File: config.mk
export PLATFORM = sky130hd
export DESIGN_NAME = exc_ctrl
export DESIGN_NICKNAME = d
export VERILOG_FILES = /design/src/rtl/exc_ctrl_pkg.sv /design/src/rtl/exc_ctrl_prio.sv /design/src/rtl/exc_ctrl.sv
export SDC_FILE = /design/constraint.sdc
export NUM_CORES = 1
export LEC_CHECK = 0
export CAP_MARGIN = 20
export CORE_MARGIN = 2
export CORE_UTILIZATION = 31
export CTS_CLUSTER_SIZE = 40
export DETAILED_ROUTE_END_ITERATION = 10
export GPL_TIMING_DRIVEN = 0
export PLACE_DENSITY = 0.88
export SETUP_SLACK_MARGIN = 0.15
export SLEW_MARGIN = 15
export SYNTH_ARGS = -nofsm -noshare
export SYNTH_HDL_FRONTEND = slang
export SYNTH_SLANG_ARGS = --single-unit
File: constraint.sdc
create_clock -name clk -period 2.1 [get_ports clk]
set_clock_uncertainty 0.15 [all_clocks]
set_input_delay 0.42 -clock clk [delete_from_list [all_inputs] [get_ports clk]]
set_output_delay 0.42 -clock clk [all_outputs]
set_load 0.02 [all_outputs]
File: src/rtl/exc_ctrl_pkg.sv
// Shared definitions for the M-stage exception controller: cause codes,
// FSM state encoding and the default exception vector.
package exc_ctrl_pkg;

    localparam logic [31:0] EXC_VECTOR_DEFAULT = 32'hBFC0_0380;

    typedef enum logic [4:0] {
        EXC_INT  = 5'd0,
        EXC_ADEL = 5'd4,
        EXC_ADES = 5'd5,
        EXC_SYS  = 5'd8,
        EXC_BP   = 5'd9,
        EXC_RI   = 5'd10,
        EXC_OV   = 5'd12
    } exc_code_t;

    typedef enum logic {
        ST_IDLE,
        ST_REDIR
    } state_t;

endpackage

File: src/rtl/exc_ctrl_prio.sv
// Fixed-priority cause encoder: picks the highest-priority pending cause
// and reports whether BadVAddr comes from the PC or the data address.
module exc_prio
    import exc_ctrl_pkg::*;
(
    input  logic      interrupt,
    input  logic      f_adel,
    input  logic      d_ri,
    input  logic      d_syscall,
    input  logic      d_break,
    input  logic      e_ov,
    input  logic      m_adel,
    input  logic      m_ades,
    output logic      any,
    output exc_code_t code,
    output logic      bad_from_pc,
    output logic      bad_from_addr
);

    // NOTE: every output gets a default first so no path leaves it unassigned
    // (which would infer a latch in combinational logic).
    always_comb begin
        any           = 1'b1;
        code          = EXC_INT;
        bad_from_pc   = 1'b0;
        bad_from_addr = 1'b0;
        if (interrupt) begin
            code = EXC_INT;
        end else if (f_adel) begin
            code        = EXC_ADEL;
            bad_from_pc = 1'b1;
        end else if (d_ri) begin
            code = EXC_RI;
        end else if (d_syscall) begin
            code = EXC_SYS;
        end else if (d_break) begin
            code = EXC_BP;
        end else if (e_ov) begin
            code = EXC_OV;
        end else if (m_adel) begin
            code          = EXC_ADEL;
            bad_from_addr = 1'b1;
        end else if (m_ades) begin
            code          = EXC_ADES;
            bad_from_addr = 1'b1;
        end else begin
            any = 1'b0;
        end
    end

endmodule

File: src/rtl/exc_ctrl.sv
// M-stage exception/interrupt controller: drives CP0 capture, kills and
// flushes the pipe, then holds a redirect PC toward fetch until accepted.
module exc_ctrl
    import exc_ctrl_pkg::*;
#(
    parameter logic [31:0] EXC_VECTOR = EXC_VECTOR_DEFAULT
) (
    input  logic        clk,
    input  logic        resetn,
    input  logic        m_valid,
    input  logic [31:0] m_pc,
    input  logic        m_in_delay_slot,
    input  logic        m_is_eret,
    input  logic [31:0] m_addr,
    input  logic        f_adel,
    input  logic        d_ri,
    input  logic        d_syscall,
    input  logic        d_break,
    input  logic        e_ov,
    input  logic        m_adel,
    input  logic        m_ades,
    input  logic        interrupt,
    input  logic [31:0] cp0_epc,
    input  logic        redir_ready,
    output logic        exception,
    output logic [5:0]  m_excCode,
    output logic        isBadAddr,
    output logic [31:0] invalid_addr,
    output logic [31:0] excPC,
    output logic        inDelaySlot,
    output logic        ERET2pc,
    output logic        kill_m,
    output logic        flush,
    output logic        stall_all,
    output logic        redir_valid,
    output logic [31:0] redir_pc
);

    state_t      state_q, state_d;
    logic [31:0] redir_pc_q, redir_pc_d;

    logic      prio_any, prio_bad_pc, prio_bad_addr;
    exc_code_t prio_code;
    logic      take, eret;

    exc_prio u_prio (
        .interrupt     (interrupt),
        .f_adel        (f_adel),
        .d_ri          (d_ri),
        .d_syscall     (d_syscall),
        .d_break       (d_break),
        .e_ov          (e_ov),
        .m_adel        (m_adel),
        .m_ades        (m_ades),
        .any           (prio_any),
        .code          (prio_code),
        .bad_from_pc   (prio_bad_pc),
        .bad_from_addr (prio_bad_addr)
    );

    // Bubbles never trigger, and nothing triggers while reset is held.
    assign take = resetn && (state_q == ST_IDLE) && m_valid && prio_any;
    assign eret = resetn && (state_q == ST_IDLE) && m_valid && m_is_eret && !take;

    always_comb begin
        state_d      = state_q;
        redir_pc_d   = redir_pc_q;
        exception    = 1'b0;
        m_excCode    = 6'd0;
        isBadAddr    = 1'b0;
        invalid_addr = 32'd0;
        excPC        = 32'd0;
        inDelaySlot  = 1'b0;
        ERET2pc      = 1'b0;
        kill_m       = 1'b0;
        flush        = 1'b0;
        stall_all    = 1'b0;
        redir_valid  = 1'b0;
        unique case (state_q)
            ST_IDLE: begin
                if (take) begin
                    exception   = 1'b1;
                    m_excCode   = {1'b0, prio_code};
                    excPC       = m_pc;
                    inDelaySlot = m_in_delay_slot;
                    kill_m      = 1'b1;
                    flush       = 1'b1;
                    if (prio_bad_pc) begin
                        isBadAddr    = 1'b1;
                        invalid_addr = m_pc;
                    end else if (prio_bad_addr) begin
                        isBadAddr    = 1'b1;
                        invalid_addr = m_addr;
                    end
                    redir_pc_d = EXC_VECTOR;
                    state_d    = ST_REDIR;
                end else if (eret) begin
                    ERET2pc    = 1'b1;
                    flush      = 1'b1;
                    redir_pc_d = cp0_epc;
                    state_d    = ST_REDIR;
                end
            end
            ST_REDIR: begin
                // Pipeline is frozen; incoming flags belong to stale slots.
                redir_valid = 1'b1;
                stall_all   = 1'b1;
                if (redir_ready) begin
                    state_d = ST_IDLE;
                end
            end
            default: state_d = ST_IDLE;
        endcase
    end

    assign redir_pc = redir_pc_q;

    // NOTE: state registers use non-blocking assignments so every flop samples
    // pre-edge values regardless of process ordering.
    always_ff @(posedge clk) begin
        if (!resetn) begin
            state_q    <= ST_IDLE;
            redir_pc_q <= 32'd0;
        end else begin
            state_q    <= state_d;
            redir_pc_q <= redir_pc_d;
        end
    end

endmodule
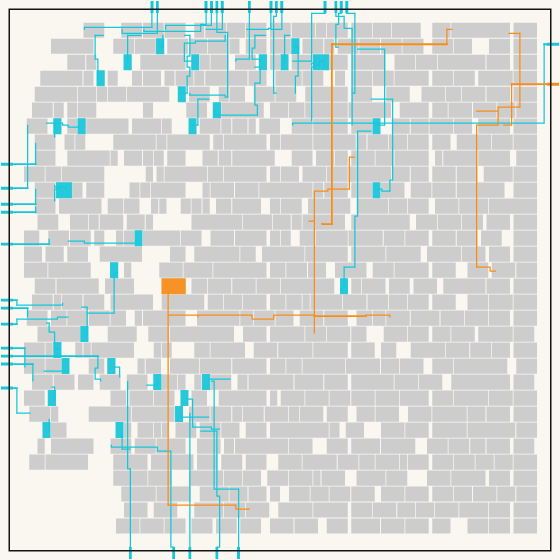
(nets reached from selected ports)
[cp0_epc] cyan | bits: 32 | direction: input | edge: 14 top, 12 left, 5 bottom, 1 right | end cells: 32 | buffers: 32 | wire: 741 um
[exception] orange | bits: 1 | direction: output | edge: right | end cells: 1 | buffers: 3 | wire: 256 um
I/O pins: 220
port bufs: 216

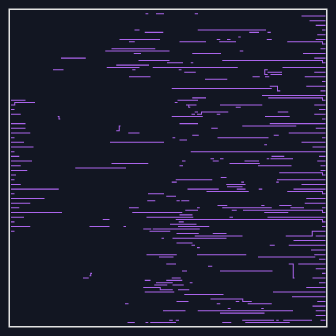
(M3 wires)
share of all routed wire: 8.2%
longest straight run: 42.6 um
wire length on this layer: 1450 um
nets with wire on the layer: 196
main direction: horizontal
via count: 4080
met3 demand-to-capacity share in global routing: 0.07642
total wire length: 17660 um

==> run notes <==
flow finished, numbers: layout buffering overhead excluding clock cells=0.5233, drt first-iter violations=303, Setup crit end kind=output port, Seq. pwr=672 uW, syn avg cell area=7.668 um2, Worst Hold Margin=0.3337 ns, Setup violations, final=74, gp weighted congestion=0.7746, startpoint of the most critical setup path=state_q$_SDFF_PN0_, Reg area=664.4 um2, maximum clock frequency=400.5 MHz, Yosys top cell area share=0.2762, DP Area=0.005172 mm2, mean number of vias per cell=5.787, startpoint of the lowest-slack register-to-register path=state_q$_SDFF_PN0_, final standard cell area without fillers=0.006511 mm2, most frequent cell after synthesis=sky130_fd_sc_hd__nand3_1, arrival time of the worst setup path=1.93 ns, Syn Inst Count=312, number of well taps=102, Reg2Reg Depth=8, violated checks=setup timing, Cell variety after synth=31, multi-input gate share of the layout cell area=0.3203, count of final max-slew check failures=0, clock transition at the register clock pins on the worst setup and hold paths after CTS=0.07 ns, count of multi-input combinational gates=221, Overall Global Routing Usage=0.3492, post-route DRC violation count=0, final period demand of the worst path=2.497 ns, Tcrit/Tclk final=1.189, total core area=0.007607 mm2, flip-flop and latch share of the layout cell area=0.1020, number of clock buffers in the layout=7, Largest register FFs=32, fraction of power consumed by sequential logic=0.275, cell area after synthesis=0.002392 mm2, clock network power=622 uW, final layout net count=711, number of warnings the tools reported=29, proportion of layout cells with a drive suffix above 1=0.4668, post-layout worst setup margin=-0.3967 ns, post-detailed-route count of antenna-violating nets=0, Rel. slew slack=0.6438, worst setup slack for register-to-register paths=0.27 ns, Worst Tran Pin Value=0.5344 ns, maximum cell stage delay along the critical path=0.35 ns, TritonCTS clock tree=built, unrepaired setup endpoints after global routing=true, status=complete, but fails checks
[cells in the final DEF, fill, tap and decap left out, drive strengths merged, types with 2 or more instances in the layout]
cell	instances
and2	33
conb	2
clkbuf	25
clkdlybuf4s50	130
o221ai	20
and4b	2
or2	2
dfxtp	33
nor2	4
o211ai	12
nand2	25
buf	165
a21oi	3
mux2i	32
nor3	34
nor4	3
nand3	41
dlygate4sd2	3
inv	24
[layer usage]
layer  GRT usage  vias to the layer above  part of all wire
met3     0.07642                      124             0.082
met2      0.6183                      323              0.49
li1            -                     1681                 -
met1      0.3836                     1952              0.34
met5           0                        -                 0
met4      0.2002                        0             0.087
[cell families after synthesis]
group	share of synthesized area
AND-OR/OR-AND	0.1281
buffers and inverters	0.1187
flip-flops	0.2761
multiplexers	0.1339
other	0.001568
AND/OR/NAND/NOR	0.3415
No activity file was given, so power comes from the tool's default toggle rates.
